**PDN straps and rails**

Pins as bars on the die edge.
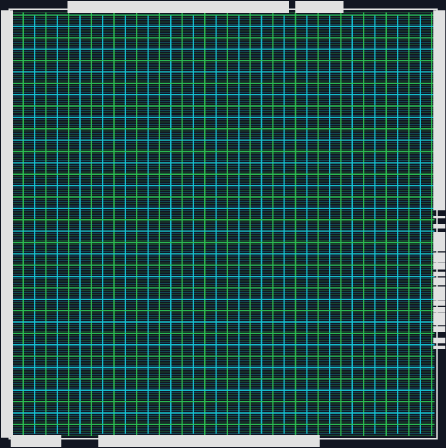
**Placed cells, one color a class**

Drawn at 1 px/um. Fill, decap, tap and diode cells in gray.
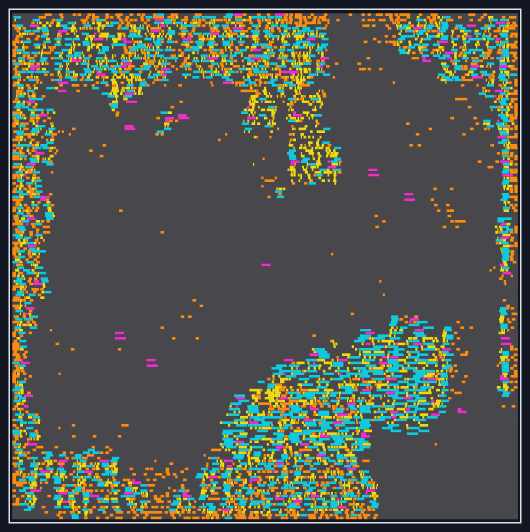
**Clock wires, drivers and flops**

Drawn at 1 px/um.
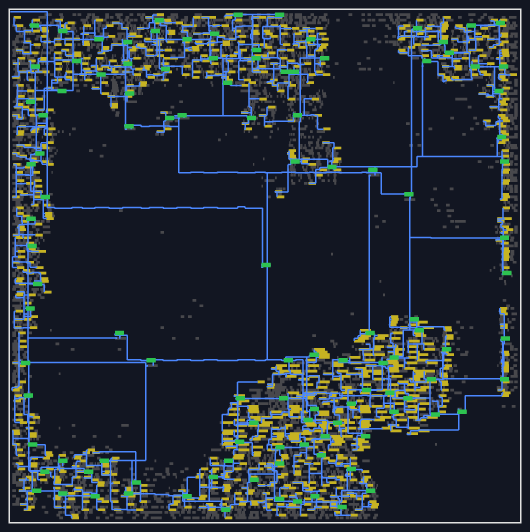
### config.mk
export PLATFORM = sky130hd
export DESIGN_NAME = recon_dma_engine
export DESIGN_NICKNAME = d
export VERILOG_FILES = /design/src/rtl/recon_dma_engine.sv
export SDC_FILE = /design/constraint.sdc
export NUM_CORES = 2
export LEC_CHECK = 0
export CAP_MARGIN = 15
export CORE_AREA = 2 2 508 510
export DETAILED_ROUTE_END_ITERATION = 7
export DIE_AREA = 0 0 510 512
export GPL_TIMING_DRIVEN = 0
export SLEW_MARGIN = 40
export SYNTH_ARGS = -nofsm -noshare
export SYNTH_HDL_FRONTEND = slang
export SYNTH_SLANG_ARGS = --single-unit
### constraint.sdc
create_clock -name clk -period 17.49 [get_ports clk]
set_input_delay 4.3725 -clock clk [delete_from_list [all_inputs] [get_ports clk]]
set_output_delay 4.3725 -clock clk [all_outputs]
set_load 0.02 [all_outputs]
### src/rtl/recon_dma_engine.sv
// Reconfiguration DMA front end: parses a recon header from the first AXIS beat,
// issues read/write DMA descriptors and realigns write payload onto the output stream.
module recon_dma_engine #(
  parameter int          DATA_WIDTH = 512,
  parameter int          ADDR_WIDTH = 34,
  parameter int          LEN_WIDTH  = 20,
  parameter int          TAG_WIDTH  = 8,
  parameter int          HDR_OFFSET = 46,
  parameter logic [15:0] MAGIC      = 16'hF0E1,
  parameter int          NUM_SLOTS  = 4,
  localparam int         KEEP_WIDTH = DATA_WIDTH / 8
) (
  input  logic                  clk,
  input  logic                  rst,

  input  logic [DATA_WIDTH-1:0] s_axis_tdata,
  input  logic [KEEP_WIDTH-1:0] s_axis_tkeep,
  input  logic                  s_axis_tvalid,
  input  logic                  s_axis_tlast,
  output logic                  s_axis_tready,

  output logic [ADDR_WIDTH-1:0] m_axis_read_desc_addr,
  output logic [LEN_WIDTH-1:0]  m_axis_read_desc_len,
  output logic [TAG_WIDTH-1:0]  m_axis_read_desc_tag,
  output logic                  m_axis_read_desc_valid,
  input  logic                  m_axis_read_desc_ready,

  output logic [ADDR_WIDTH-1:0] m_axis_write_desc_addr,
  output logic [LEN_WIDTH-1:0]  m_axis_write_desc_len,
  output logic [TAG_WIDTH-1:0]  m_axis_write_desc_tag,
  output logic                  m_axis_write_desc_valid,
  input  logic                  m_axis_write_desc_ready,

  output logic [DATA_WIDTH-1:0] m_axis_tdata,
  output logic [KEEP_WIDTH-1:0] m_axis_tkeep,
  output logic                  m_axis_tvalid,
  output logic                  m_axis_tlast,
  input  logic                  m_axis_tready,

  output logic [15:0]           stat_good_count,
  output logic [15:0]           stat_drop_count,
  output logic                  err_short
);

  localparam int          PAYLOAD_OFFSET = HDR_OFFSET + 13;
  localparam int          P1             = KEEP_WIDTH - PAYLOAD_OFFSET;
  localparam logic [31:0] P1_U           = 32'(P1);
  localparam logic [31:0] KW_U           = 32'(KEEP_WIDTH);

  if (PAYLOAD_OFFSET > KEEP_WIDTH) begin : g_bad_hdr_offset
    $error("recon header does not fit inside the first beat");
  end
  if (NUM_SLOTS < 1 || NUM_SLOTS > 16) begin : g_bad_num_slots
    $error("NUM_SLOTS must be within 1..16");
  end
  if (ADDR_WIDTH > 40 || LEN_WIDTH > 32 || TAG_WIDTH > 8) begin : g_bad_field_width
    $error("descriptor field wider than its header field");
  end

  typedef enum logic [2:0] {
    S_IDLE,
    S_DESC,
    S_PAYLOAD,
    S_FLUSH,
    S_DROP
  } state_t;

  state_t state, state_next;

  function automatic logic [KEEP_WIDTH-1:0] keep_mask(input logic [31:0] n);
    logic [KEEP_WIDTH-1:0] m;
    for (int i = 0; i < KEEP_WIDTH; i++) m[i] = (32'(i) < n);
    return m;
  endfunction

  // Header fields, little-endian, relative to HDR_OFFSET
  logic [15:0]           hdr_magic;
  logic [1:0]            hdr_func;
  logic [3:0]            hdr_slot;
  logic [ADDR_WIDTH-1:0] hdr_addr;
  logic [LEN_WIDTH-1:0]  hdr_len;
  logic [TAG_WIDTH-1:0]  hdr_tag;

  assign hdr_magic = s_axis_tdata[HDR_OFFSET*8 +: 16];
  assign hdr_func  = s_axis_tdata[(HDR_OFFSET+2)*8 +: 2];
  assign hdr_slot  = s_axis_tdata[(HDR_OFFSET+2)*8+4 +: 4];
  assign hdr_addr  = s_axis_tdata[(HDR_OFFSET+3)*8 +: ADDR_WIDTH];
  assign hdr_len   = s_axis_tdata[(HDR_OFFSET+8)*8 +: LEN_WIDTH];
  assign hdr_tag   = s_axis_tdata[(HDR_OFFSET+12)*8 +: TAG_WIDTH];

  // Frame length is tracked by the header, so input tkeep carries no information here
  logic unused_tkeep;
  assign unused_tkeep = ^s_axis_tkeep;

  logic [ADDR_WIDTH-1:0] slot_addr  [NUM_SLOTS];
  logic [LEN_WIDTH-1:0]  slot_len   [NUM_SLOTS];
  logic                  slot_valid [NUM_SLOTS];

  logic [ADDR_WIDTH-1:0] slot_rd_addr;
  logic [LEN_WIDTH-1:0]  slot_rd_len;
  logic                  slot_rd_ok;

  always_comb begin
    slot_rd_addr = '0;
    slot_rd_len  = '0;
    slot_rd_ok   = 1'b0;
    for (int i = 0; i < NUM_SLOTS; i++) begin
      if (hdr_slot == 4'(i)) begin
        slot_rd_addr = slot_addr[i];
        slot_rd_len  = slot_len[i];
        slot_rd_ok   = slot_valid[i];
      end
    end
  end

  logic hdr_bad;
  assign hdr_bad = (hdr_magic != MAGIC) || (hdr_func == 2'b11) || (hdr_len == '0) ||
                   ((hdr_func == 2'b10) && !slot_rd_ok);

  logic [LEN_WIDTH-1:0]  rem;
  logic [DATA_WIDTH-1:0] saved;
  logic                  is_write;
  logic                  first_last;
  logic                  last_in;

  logic [31:0]           rem32;
  logic [31:0]           emit32;
  logic [LEN_WIDTH-1:0]  rem_after;
  logic                  out_free;
  logic [KEEP_WIDTH-1:0] pay_keep;
  logic                  pay_last;
  logic [KEEP_WIDTH-1:0] flush_keep;

  assign rem32      = 32'(rem);
  assign emit32     = (rem32 <= KW_U) ? rem32 : KW_U;
  assign rem_after  = LEN_WIDTH'(rem32 - emit32);
  assign out_free   = !m_axis_tvalid || m_axis_tready;
  assign pay_last   = (rem32 <= KW_U);
  assign pay_keep   = pay_last ? keep_mask(rem32) : '1;
  assign flush_keep = keep_mask((rem32 < P1_U) ? rem32 : P1_U);

  logic s_ready_int;
  logic hdr_accept;
  logic hdr_drop_evt;
  logic desc_done;
  logic pay_fire;
  logic flush_fire;
  logic short_evt;

  always_ff @(posedge clk) begin
    if (rst) state <= S_IDLE;
    else     state <= state_next;
  end

  always_comb begin
    state_next   = state;
    s_ready_int  = 1'b0;
    hdr_accept   = 1'b0;
    hdr_drop_evt = 1'b0;
    desc_done    = 1'b0;
    pay_fire     = 1'b0;
    flush_fire   = 1'b0;
    short_evt    = 1'b0;
    case (state)
      S_IDLE: begin
        s_ready_int = 1'b1;
        if (s_axis_tvalid) begin
          if (hdr_bad) begin
            hdr_drop_evt = 1'b1;
            state_next   = s_axis_tlast ? S_IDLE : S_DROP;
          end else begin
            hdr_accept = 1'b1;
            state_next = S_DESC;
          end
        end
      end
      S_DESC: begin
        if (is_write) begin
          if (m_axis_write_desc_ready) begin
            desc_done = 1'b1;
            // Single-beat write frames go straight to emitting the saved bytes
            if (first_last || rem32 <= P1_U) begin
              short_evt  = first_last && (rem32 > P1_U);
              state_next = S_FLUSH;
            end else begin
              state_next = S_PAYLOAD;
            end
          end
        end else if (m_axis_read_desc_ready) begin
          desc_done  = 1'b1;
          state_next = first_last ? S_IDLE : S_DROP;
        end
      end
      S_PAYLOAD: begin
        s_ready_int = out_free;
        if (s_axis_tvalid && out_free) begin
          pay_fire = 1'b1;
          if (rem_after == '0) begin
            state_next = s_axis_tlast ? S_IDLE : S_DROP;
          end else if (32'(rem_after) <= P1_U) begin
            state_next = S_FLUSH;
          end else if (s_axis_tlast) begin
            short_evt  = 1'b1;
            state_next = S_FLUSH;
          end
        end
      end
      S_FLUSH: begin
        if (out_free) begin
          flush_fire = 1'b1;
          state_next = last_in ? S_IDLE : S_DROP;
        end
      end
      S_DROP: begin
        s_ready_int = 1'b1;
        if (s_axis_tvalid && s_axis_tlast) state_next = S_IDLE;
      end
      default: state_next = S_IDLE;
    endcase
  end

  assign s_axis_tready = s_ready_int && !rst;

  always_ff @(posedge clk) begin
    if (rst) begin
      m_axis_read_desc_addr   <= '0;
      m_axis_read_desc_len    <= '0;
      m_axis_read_desc_tag    <= '0;
      m_axis_read_desc_valid  <= 1'b0;
      m_axis_write_desc_addr  <= '0;
      m_axis_write_desc_len   <= '0;
      m_axis_write_desc_tag   <= '0;
      m_axis_write_desc_valid <= 1'b0;
      m_axis_tdata            <= '0;
      m_axis_tkeep            <= '0;
      m_axis_tvalid           <= 1'b0;
      m_axis_tlast            <= 1'b0;
      stat_good_count         <= '0;
      stat_drop_count         <= '0;
      err_short               <= 1'b0;
      rem                     <= '0;
      saved                   <= '0;
      is_write                <= 1'b0;
      first_last              <= 1'b0;
      last_in                 <= 1'b0;
      for (int i = 0; i < NUM_SLOTS; i++) begin
        slot_addr[i]  <= '0;
        slot_len[i]   <= '0;
        slot_valid[i] <= 1'b0;
      end
    end else begin
      err_short <= short_evt;

      if (hdr_drop_evt && stat_drop_count != 16'hFFFF)
        stat_drop_count <= stat_drop_count + 16'd1;

      if (hdr_accept) begin
        first_last <= s_axis_tlast;
        is_write   <= (hdr_func == 2'b00);
        case (hdr_func)
          2'b00: begin
            m_axis_write_desc_addr  <= hdr_addr;
            m_axis_write_desc_len   <= hdr_len;
            m_axis_write_desc_tag   <= hdr_tag;
            m_axis_write_desc_valid <= 1'b1;
            rem                     <= hdr_len;
            saved                   <= s_axis_tdata >> (PAYLOAD_OFFSET*8);
            for (int i = 0; i < NUM_SLOTS; i++) begin
              if (hdr_slot == 4'(i)) begin
                slot_addr[i]  <= hdr_addr;
                slot_len[i]   <= hdr_len;
                slot_valid[i] <= 1'b1;
              end
            end
          end
          2'b01: begin
            m_axis_read_desc_addr  <= hdr_addr;
            m_axis_read_desc_len   <= hdr_len;
            m_axis_read_desc_tag   <= hdr_tag;
            m_axis_read_desc_valid <= 1'b1;
          end
          default: begin
            m_axis_read_desc_addr  <= slot_rd_addr;
            m_axis_read_desc_len   <= slot_rd_len;
            m_axis_read_desc_tag   <= hdr_tag;
            m_axis_read_desc_valid <= 1'b1;
          end
        endcase
      end

      if (desc_done) begin
        m_axis_write_desc_valid <= 1'b0;
        m_axis_read_desc_valid  <= 1'b0;
        last_in                 <= first_last;
        if (stat_good_count != 16'hFFFF)
          stat_good_count <= stat_good_count + 16'd1;
      end

      if (m_axis_tvalid && m_axis_tready)
        m_axis_tvalid <= 1'b0;

      // Saved bytes fill the low end; the current beat's top P1 bytes carry into the next beat
      if (pay_fire) begin
        m_axis_tdata  <= (s_axis_tdata << (P1*8)) | saved;
        m_axis_tkeep  <= pay_keep;
        m_axis_tlast  <= pay_last;
        m_axis_tvalid <= 1'b1;
        saved         <= s_axis_tdata >> (PAYLOAD_OFFSET*8);
        rem           <= rem_after;
        last_in       <= s_axis_tlast;
      end else if (flush_fire) begin
        m_axis_tdata  <= saved;
        m_axis_tkeep  <= flush_keep;
        m_axis_tlast  <= 1'b1;
        m_axis_tvalid <= 1'b1;
        rem           <= '0;
      end
    end
  end

endmodule

==> results.json <==
{
  "status": "finished clean",
  "logic_gate_count": 2432,
  "ys_warn_count": 0,
  "seq_share": 0.3795,
  "gp_congestion": 0.9641,
  "comb_power_share": 0.277,
  "synth.most_common_cell": "dfxtp_1",
  "clk_pin_slew_ps": 60,
  "critPathCaptureType": "output port",
  "period_needed_ps": 11500,
  "p_leak_uw": 0.01992,
  "postCtsSetupRepairBufs": 0,
  "r2r_start": "rem[12]",
  "maxSlewViolCount": 0,
  "met2_length_mm": 119.0,
  "fin_util": 0.2334,
  "ys_cells": 3805,
  "grt_use_met2": 0.3080,
  "crit_fanout": 12,
  "yosysUniqueCellTypes": 71,
  "cp-endpoint": "s_axis_tready",
  "final_common_cell": "clkdlybuf4s50_1",
  "finalPower_uw": 7341,
  "vdd.ir_drop.worst_mv": 0.07668
}
-- 'PDN straps and rails' (at the start) --
Key: VDD = cyan; VSS = green
37 straps on met5. 37 straps on met4. 187 met1 rails follow the rows. 1,321 signal pins sit on the boundary.

-- 'placed cells, one color a class' (at the start) --
Key: combinational and other logic = yellow [cells 2,455]; other buffers and delay cells = orange [cells 1,607]; flops = cyan [cells 1,023]; clock drivers and dummy loads = magenta [cells 212]

-- 'clock wires, drivers and flops' (at the start) --
Key: clock drivers = green [count 114]; clock wires = blue [length 15,300 um]; flip-flops = yellow [count 1,023]
Position of the flops: spread over the die. There are 115 routed clock nets.

